[src/rtl/gearbox_stream_arbiter.sv]
// rtl/gearbox_stream_arbiter.sv - round-robin packet arbiter pacing a shared unpacking gearbox
// Optional stall abort of a granted packet is enabled by defining GBARB_TIMEOUT_EN.
module gearbox_stream_arbiter #(
   parameter int NUM_REQ        = 4,
   parameter int IN_WIDTH       = 32,
   parameter int OUT_WIDTH      = 7,
   parameter int GB_CAPACITY    = 38,
   parameter int TIMEOUT_CYCLES = 64
) (
   input  logic                             clk,
   input  logic                             rst,
   input  logic [NUM_REQ-1:0]               req_valid,
   input  logic [NUM_REQ*IN_WIDTH-1:0]      req_data,
   input  logic [NUM_REQ-1:0]               req_last,
   output logic [NUM_REQ-1:0]               req_ready,
   output logic                             gb_valid_in,
   output logic [IN_WIDTH-1:0]              gb_data_in,
   output logic                             gb_flush,
   output logic [$clog2(NUM_REQ)-1:0]       active_id,
   output logic                             busy,
   output logic [$clog2(GB_CAPACITY+1)-1:0] fill_level,
   output logic                             err_timeout
);

   localparam int IDW = $clog2(NUM_REQ);
   localparam int FW  = $clog2(GB_CAPACITY + 1);
   localparam int XW  = FW + 1;

   typedef enum logic [1:0] {IDLE, STREAM, DRAIN, FLUSH} state_t;

   state_t         state_q;
   logic [IDW-1:0] active_q;
   logic [IDW-1:0] rr_q;
   logic [IDW-1:0] rr_d;
   logic [FW-1:0]  fill_q;

   logic           emit;
   logic           send_ok;
   logic           send;
   logic           timeout_hit;
   logic [XW-1:0]  fill_x;
   logic [XW-1:0]  after_emit;
   logic [XW-1:0]  fill_d;
   logic           grant_found;
   logic [IDW-1:0] grant_idx;
   int             pos;

   // Fill arithmetic carries one spare bit so the capacity test cannot wrap.
   assign fill_x     = {1'b0, fill_q};
   assign emit       = fill_q >= FW'(OUT_WIDTH);
   assign after_emit = fill_x - (emit ? XW'(OUT_WIDTH) : '0);
   assign send_ok    = (after_emit + XW'(IN_WIDTH)) <= XW'(GB_CAPACITY);
   assign send       = (state_q == STREAM) && send_ok && req_valid[active_q];
   assign fill_d     = after_emit + (send ? XW'(IN_WIDTH) : '0);
   assign rr_d       = (active_q == IDW'(NUM_REQ - 1)) ? '0 : active_q + IDW'(1);

   always_comb begin
      req_ready = '0;
      if (state_q == STREAM && send_ok) begin
         req_ready[active_q] = 1'b1;
      end
   end

   assign gb_valid_in = send;
   assign gb_data_in  = send ? req_data[active_q*IN_WIDTH +: IN_WIDTH] : '0;
   assign gb_flush    = (state_q == FLUSH);
   assign busy        = (state_q != IDLE);
   assign active_id   = active_q;
   assign fill_level  = fill_q;

   // Cyclic search from rr_q; the nearest valid requester is written last and wins.
   always_comb begin
      grant_found = 1'b0;
      grant_idx   = rr_q;
      pos         = 0;
      for (int k = NUM_REQ - 1; k >= 0; k--) begin
         pos = int'(rr_q) + k;
         if (pos >= NUM_REQ) begin
            pos = pos - NUM_REQ;
         end
         if (req_valid[IDW'(pos)]) begin
            grant_found = 1'b1;
            grant_idx   = IDW'(pos);
         end
      end
   end

   always_ff @(posedge clk) begin
      if (rst) begin
         state_q  <= IDLE;
         active_q <= '0;
         rr_q     <= '0;
         fill_q   <= '0;
      end else begin
         fill_q <= FW'(fill_d);
         case (state_q)
            IDLE: begin
               if (grant_found) begin
                  active_q <= grant_idx;
                  state_q  <= STREAM;
               end
            end
            STREAM: begin
               if ((send && req_last[active_q]) || timeout_hit) begin
                  state_q <= DRAIN;
               end
            end
            DRAIN: begin
               if (after_emit < XW'(OUT_WIDTH)) begin
                  state_q <= FLUSH;
               end
            end
            FLUSH: begin
               fill_q  <= '0;
               rr_q    <= rr_d;
               state_q <= IDLE;
            end
            default: state_q <= IDLE;
         endcase
      end
   end

`ifdef GBARB_TIMEOUT_EN
   localparam int SW = $clog2(TIMEOUT_CYCLES + 1);

   logic [SW-1:0] stall_q;
   logic          err_timeout_q;

   assign timeout_hit = (state_q == STREAM) && !req_valid[active_q]
                        && (stall_q == SW'(TIMEOUT_CYCLES - 1));

   always_ff @(posedge clk) begin
      if (rst) begin
         stall_q       <= '0;
         err_timeout_q <= 1'b0;
      end else begin
         err_timeout_q <= timeout_hit;
         if (state_q != STREAM || send || timeout_hit) begin
            stall_q <= '0;
         end else if (!req_valid[active_q]) begin
            stall_q <= stall_q + SW'(1);
         end
      end
   end

   assign err_timeout = err_timeout_q;
`else
   assign timeout_hit = 1'b0;
   assign err_timeout = 1'b0;
`endif

endmodule

[config.mk]
export PLATFORM = sky130hd
export DESIGN_NAME = gearbox_stream_arbiter
export DESIGN_NICKNAME = d
export VERILOG_FILES = /design/src/rtl/gearbox_stream_arbiter.sv
export SDC_FILE = /design/constraint.sdc
export NUM_CORES = 1
export LEC_CHECK = 0
export CAP_MARGIN = 25
export CORE_MARGIN = 2
export CORE_UTILIZATION = 34
export DETAILED_ROUTE_END_ITERATION = 10
export PLACE_DENSITY = 0.88
export SLEW_MARGIN = 20
export SYNTH_ARGS = -nofsm -noshare
export SYNTH_HDL_FRONTEND = slang
export SYNTH_SLANG_ARGS = --single-unit
[constraint.sdc]
create_clock -name clk -period 12.14 [get_ports clk]
set_input_delay 3.035 -clock clk [delete_from_list [all_inputs] [get_ports clk]]
set_output_delay 3.035 -clock clk [all_outputs]
set_load 0.005 [all_outputs]
run_1/wire_density.png
Bar = 20 µm. The die is cut into 16 by 16 equal tiles; black is low, pale yellow is high, scaled to the fullest tile. Values are wire area over tile area, all layers added.
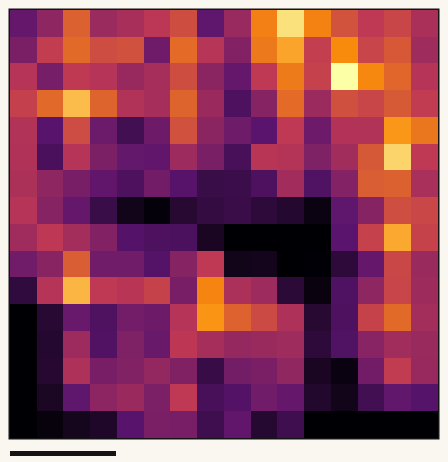
densest ninth of the die = top right
nearly empty tiles = 7.0%
mean over tiles = 0.21
total number of vias: 2330
wire per inst: 17.9 µm
Total Routing Usage GR: 22.9%
DRT Wirelength: 8100 µm

run_1/zoom.png
Bar = 20 µm. Window x 0 to 50, y 0 to 50 µm. Cells in gray, sequential cells in the stronger gray; small squares are vias.
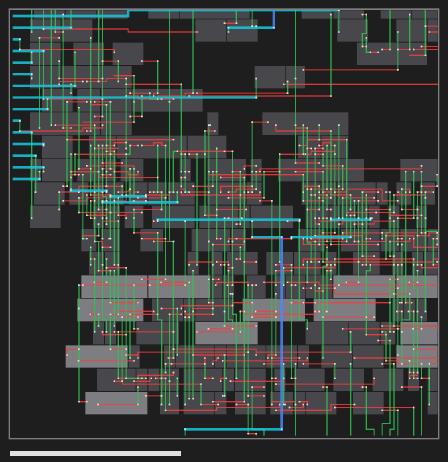
met1 -> red
met4 -> blue
met2 -> green
met3 -> cyan
cells with their middle in the window = 149
sequential cells in the window = 12
netlist names of flops here include = fill_level (6), active_id (2), rr_q (2)
most frequent = clkdlybuf4s50_1 (29), nor2_1 (20), inv_1 (13)

==> metrics.cfg, run 1 <==
[worst_setup_path]
slowest_delay_ns = 0.58
rr_worst_depth = 14
cpMostUsedCell = clkdlybuf4s50_1
crit_fanout = 27
crit_family = buffers and inverters

[logic_synthesis]
edf_count = 0
yosysMostFrequentCell = nor2b_1
top_area_share_pct = 37.9
mux_area_share_pct = 39.4
async_flop_share_pct = 0

[cells_and_area]
layout.area.comb_um2 = 1640
design_area_um2 = 3980

[die]
taps = 75
die_w_um = 81.1
num_io_pins = 186

[cts]
cts_tree = built
numCtsBuffers = 3
clockBufferDepth = 2
post-cts-setup-buffers = 0
h-tree-depth = 1

[power_and_ir_drop]
swShare_pct = 42.0
vdd_ir_drop_max_mv = 0.121
p_per_area_nw_per_um2 = 148
pwr-share-clk_pct = 7.2

[routing]
drtIter0Drc = 50
postRouteAntennaNets = 0
wl_met3_um = 867
route.detailed.drc = 0
top_layer = met4

[sta]
finalMaxSlewViolations = 0
final.setup_skew_ns = 0.00327
layout_setup_ws_ns = 3.86

[placement]
post-dp-hpwl_um = 6830

[hold_path]
hold_end = state_q[0]

[run_status]
outcome = finished clean

[global_route]
grt_util_met2_pct = 41.6

run_1/cell_classes.png
Fill, decap, tap and diode cells in gray.
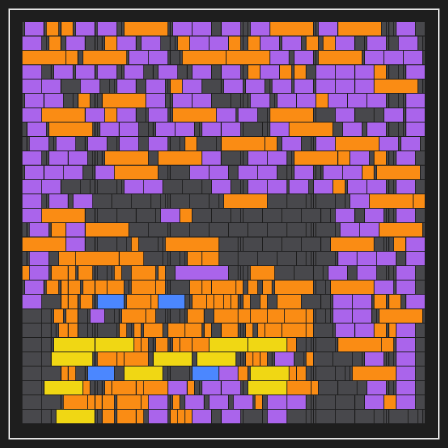
all other logic -> orange  # cells 176, share of their area 44%
clock drivers and dummy loads -> blue  # cells 4, share of their area 1.4%
flip-flops -> yellow  # cells 12, share of their area 6.3%
other buffers and delay cells -> purple  # cells 186, share of their area 48%
core box area: 5820 µm²
Post-Route Utilization: 68.4%
row cnt: 28

run_1/final_placement.png
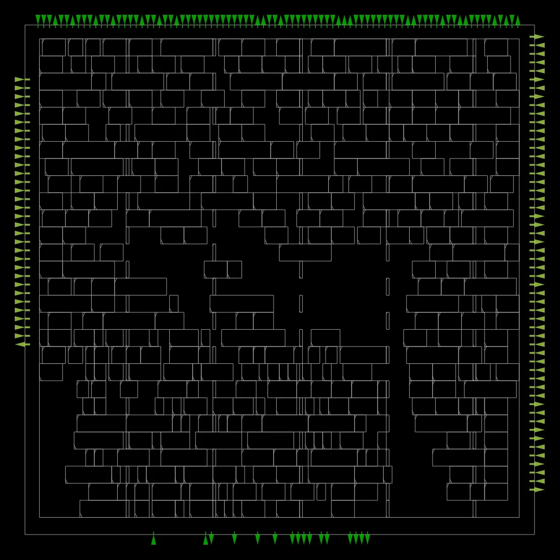
fill cell count: 461
Final Non-Filler Cells: 453

==> run 1: power groups by stage <==
stage	Clock [mW]	Sequential (mW)	Combinational [mW]
final	0.0425	0.0765	0.470
after global routing	0.0459	0.0789	0.519
after CTS	0.0435	0.0761	0.464
after detailed placement	0	0.0769	0.462
after global placement	0	0.0764	0.446
after floorplan	0	0.0645	0.307
==> run 1: kinds of logic after synthesis <==
logic type / after synthesis
AOI/OAI and AO/OA: 18
xor gates and xnor gates: 5
DFF: 12
adders and majority gates: 14
muxes: 37
other: 1
and+or+nand+nor: 83
buffers and inverters: 32
==> run 1: flip-flops by register name (all words and copies together), names as in the netlist <==
signal      flops
active_id       2
rr_q            2
fill_level      6
state_q         2
run_1/registers.png
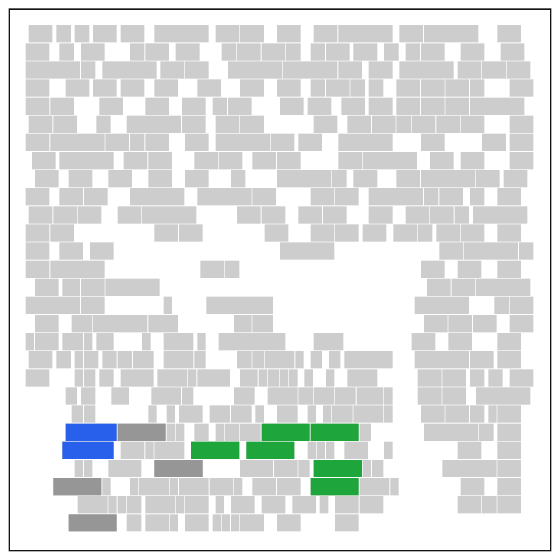

==> run 2: changes to the inputs <==
CORE_UTILIZATION = 28   (was 34)
PLACE_DENSITY = 0.77   (was 0.88)
clock period = 7.5 ns   (was 12.14 ns; I/O delays follow)
run_2/registers.png
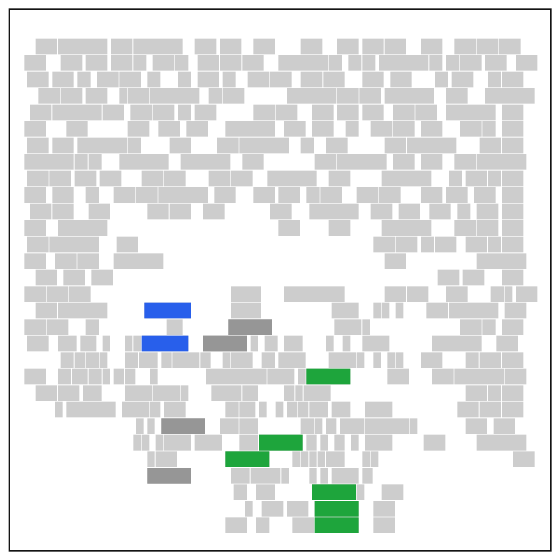
fill_level -> green  # sequential cells 6, where bottom middle
active_id -> blue  # sequential cells 2
not colored = 4
Seq area share: 6.07%
Flop area: 243 µm²

==> metrics.cfg, run 2 <==
[die]
die_w_um = 89.0  ; +9.7%
rows = 30  ; +7.1%

[cells_and_area]
final_util_pct = 57.9  ; -10 points
layout.area.comb_um2 = 1640  ; unchanged
design_area_um2 = 4000  ; +0.66%
instances_no_fill = 474  ; +4.6%
nFillCells = 635  ; +38%
largest_register_ffs = 6  ; unchanged

[routing]
postRouteAntennaNets = 0  ; unchanged
drt_wl_total_um = 7840  ; -3.2%
top_layer = met4
vias = 2249  ; -3.5%
post_drt_wl_per_cell_um = 16.5  ; -7.5%
drtIter0Drc = 57  ; +14%
wl_met3_um = 681  ; -21%

[sta]
layout_setup_ws_ns = 1.44  ; -2.42 ns
finalMaxSlewViolations = 0  ; unchanged
final.setup_skew_ns = 0.00154  ; -0.00173 ns

[worst_setup_path]
rr_worst_depth = 14  ; unchanged
cpMostUsedCell = ha_1
crit_fanout = 29  ; +7.4%
crit_family = simple AND/OR/NAND/NOR gates

[power_and_ir_drop]
powerComb_mw = 0.748  ; +59%
swShare_pct = 41.2  ; -0.76 points
power_leader = combinational cells
vdd_ir_drop_max_mv = 0.136  ; +13%
pg_clk_mw = 0.0694  ; +63%
powerSeq_mw = 0.123  ; +61%
pwr-share-clk_pct = 7.4  ; +0.2 points
p_per_area_nw_per_um2 = 235  ; +58%

[logic_synthesis]
async_flop_share_pct = 0  ; unchanged
yosysMostFrequentCell = nor2b_1
top_area_share_pct = 37.9  ; unchanged
mux_area_share_pct = 39.4  ; unchanged
edf_count = 0  ; unchanged

[cts]
cts_tree = built
h-tree-depth = 1  ; unchanged
clockBufferDepth = 2  ; unchanged

[global_route]
grt_util_met2_pct = 33.3  ; -8.3 points

[run_status]
outcome = finished clean

## run 2: cell counts in the layout (fill, tap and decap cells not counted)
Identical to the previous run, type by type.
## run 2: cell type report
class | instances | area share, %
multi-input cells | 158 | 41.0
flip-flops and latches | 12 | 6.07
well taps | 96 | 3.00
repair buffers | 186 | 46.9
clock buffers | 4 | 1.38
inverters | 18 | 1.69
## run 2: how the worst min path moves through the flow
stage / to / slack, ns / startpoint
after floorplan: state_q[1] / 0.47 / state_q[1]
after global placement: state_q[0] / 0.49 / state_q[0]
after detailed placement: state_q[1] / 0.50 / state_q[1]
after CTS: state_q[1] / 0.50 / state_q[1]
after global routing: state_q[0] / 0.54 / state_q[0]
final: state_q[1] / 0.50 / state_q[1]
run_2/wire_density.png
Bar = 20 µm. The die is cut into 18 by 18 equal tiles; black is low, pale yellow is high, scaled to the fullest tile. Values are wire area over tile area, all layers added.
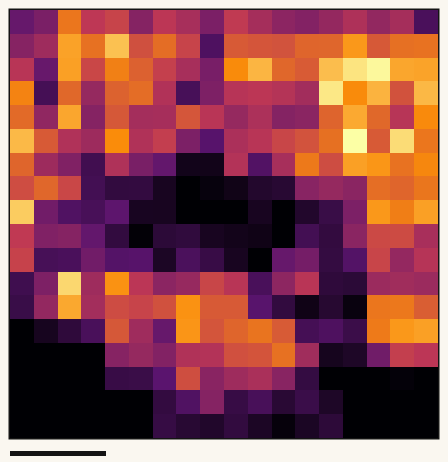

==> run 3: changes to the inputs <==
CORE_UTILIZATION = 32   (was 28)
PLACE_DENSITY = 0.84   (was 0.77)
clock period = 6.15 ns   (was 7.5 ns; I/O delays follow)
run_3/wire_density.png
Bar = 20 µm. The die is cut into 17 by 17 equal tiles; black is low, pale yellow is high, scaled to the fullest tile. Values are wire area over tile area, all layers added.
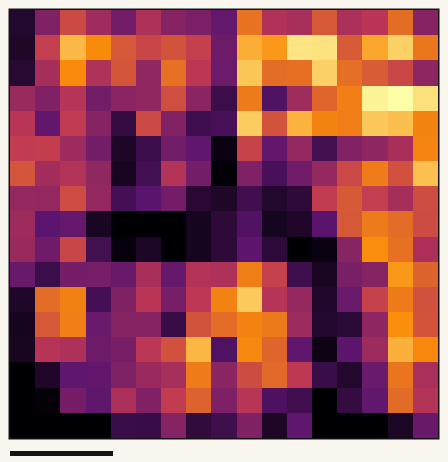
DRT Wirelength: 7980 µm
total number of vias: 2352

==> metrics.cfg, run 3 <==
[run_status]
outcome = finished clean

[cts]
cts_tree = built
clock_sink_count = 12
cts_resized = 0
h-tree-depth = 1  ; unchanged
post-cts-setup-buffers = 0
clockBufferDepth = 2  ; unchanged

[logic_synthesis]
syn-cell-area_um2 = 2020
mux_area_share_pct = 39.4  ; unchanged
top_area_share_pct = 37.9  ; unchanged
flop_cell = dfxtp_1
yosysMostFrequentCell = nor2b_1
synth_area_per_cell_um2 = 10.0
edf_count = 0  ; unchanged
async_flop_share_pct = 0  ; unchanged
synthAoiAreaFrac_pct = 7.37

[routing]
postRouteAntennaNets = 0  ; unchanged
wl_met2_um = 4290
post_drt_wl_per_cell_um = 17.6  ; +6.2%
wl_met3_um = 597  ; -12%
top_layer = met4
drtIter0Drc = 73  ; +28%

[power_and_ir_drop]
pwr-share-clk_pct = 7.3  ; about the same
vdd_ir_drop_max_mv = 0.224  ; +64%
powerSeq_mw = 0.150  ; +22%
netSwitchingPower_mw = 0.499
p_per_area_nw_per_um2 = 294  ; +25%
pg_clk_mw = 0.0854  ; +23%
power_leader = combinational cells
p_comb_share_pct = 79.8
powerComb_mw = 0.930  ; +24%
swShare_pct = 42.8  ; +1.5 points

[sta]
setup-violations-final = 0
hold_viol_final = 0
finalMaxSlewViolations = 0  ; unchanged
rsz0062_at_grt = false
final.setup_skew_ns = 0.00110  ; -0.000440 ns
layout_setup_ws_ns = 0.377  ; -1.06 ns

[hold_path]
hold_end = state_q[0]
min_from = state_q[0]

[cells_and_area]
nets = 532
largest_register_ffs = 6  ; unchanged
nFillCells = 485  ; -24%
instances_no_fill = 454  ; -4.2%
design_area_um2 = 3970  ; -0.75%
final_util_pct = 65.9  ; +8.0 points
n_antenna_cell = 0

[run]
warnings = 33

[worst_setup_path]
crit_family = simple AND/OR/NAND/NOR gates
crit_fanout = 27  ; -6.9%
rr_worst_depth = 14  ; unchanged
cp.depth = 15
crit_end = gb_data_in[2]

[die]
rows = 28  ; -6.7%
die_w_um = 83.5  ; -6.2%

[global_route]
antenna_found_initial = 0

==> run 3: cell counts after synthesis <==
Identical to the previous run, type by type.
==> run 3: layout make-up <==
| type | instances | area, µm² | share of cell area, % |
|---|---|---|---|
| flip-flops and latches | 12 | 243 | 6.11 |
| multi-input cells | 158 | 1650 | 41.5 |
| clock buffers | 4 | 55.1 | 1.39 |
| inverters | 18 | 67.6 | 1.70 |
| well taps | 75 | 93.8 | 2.36 |
| repair buffers | 187 | 1860 | 46.9 |
==> run 3: routing by layer <==
layer	vias to the layer above	global-route usage, %
li1	1093	-
met1	1116	24.4
met2	124	42.1
met3	19	6.03
met4	0	6.60
met5	-	0
Power is estimated from default activity; no workload was simulated.
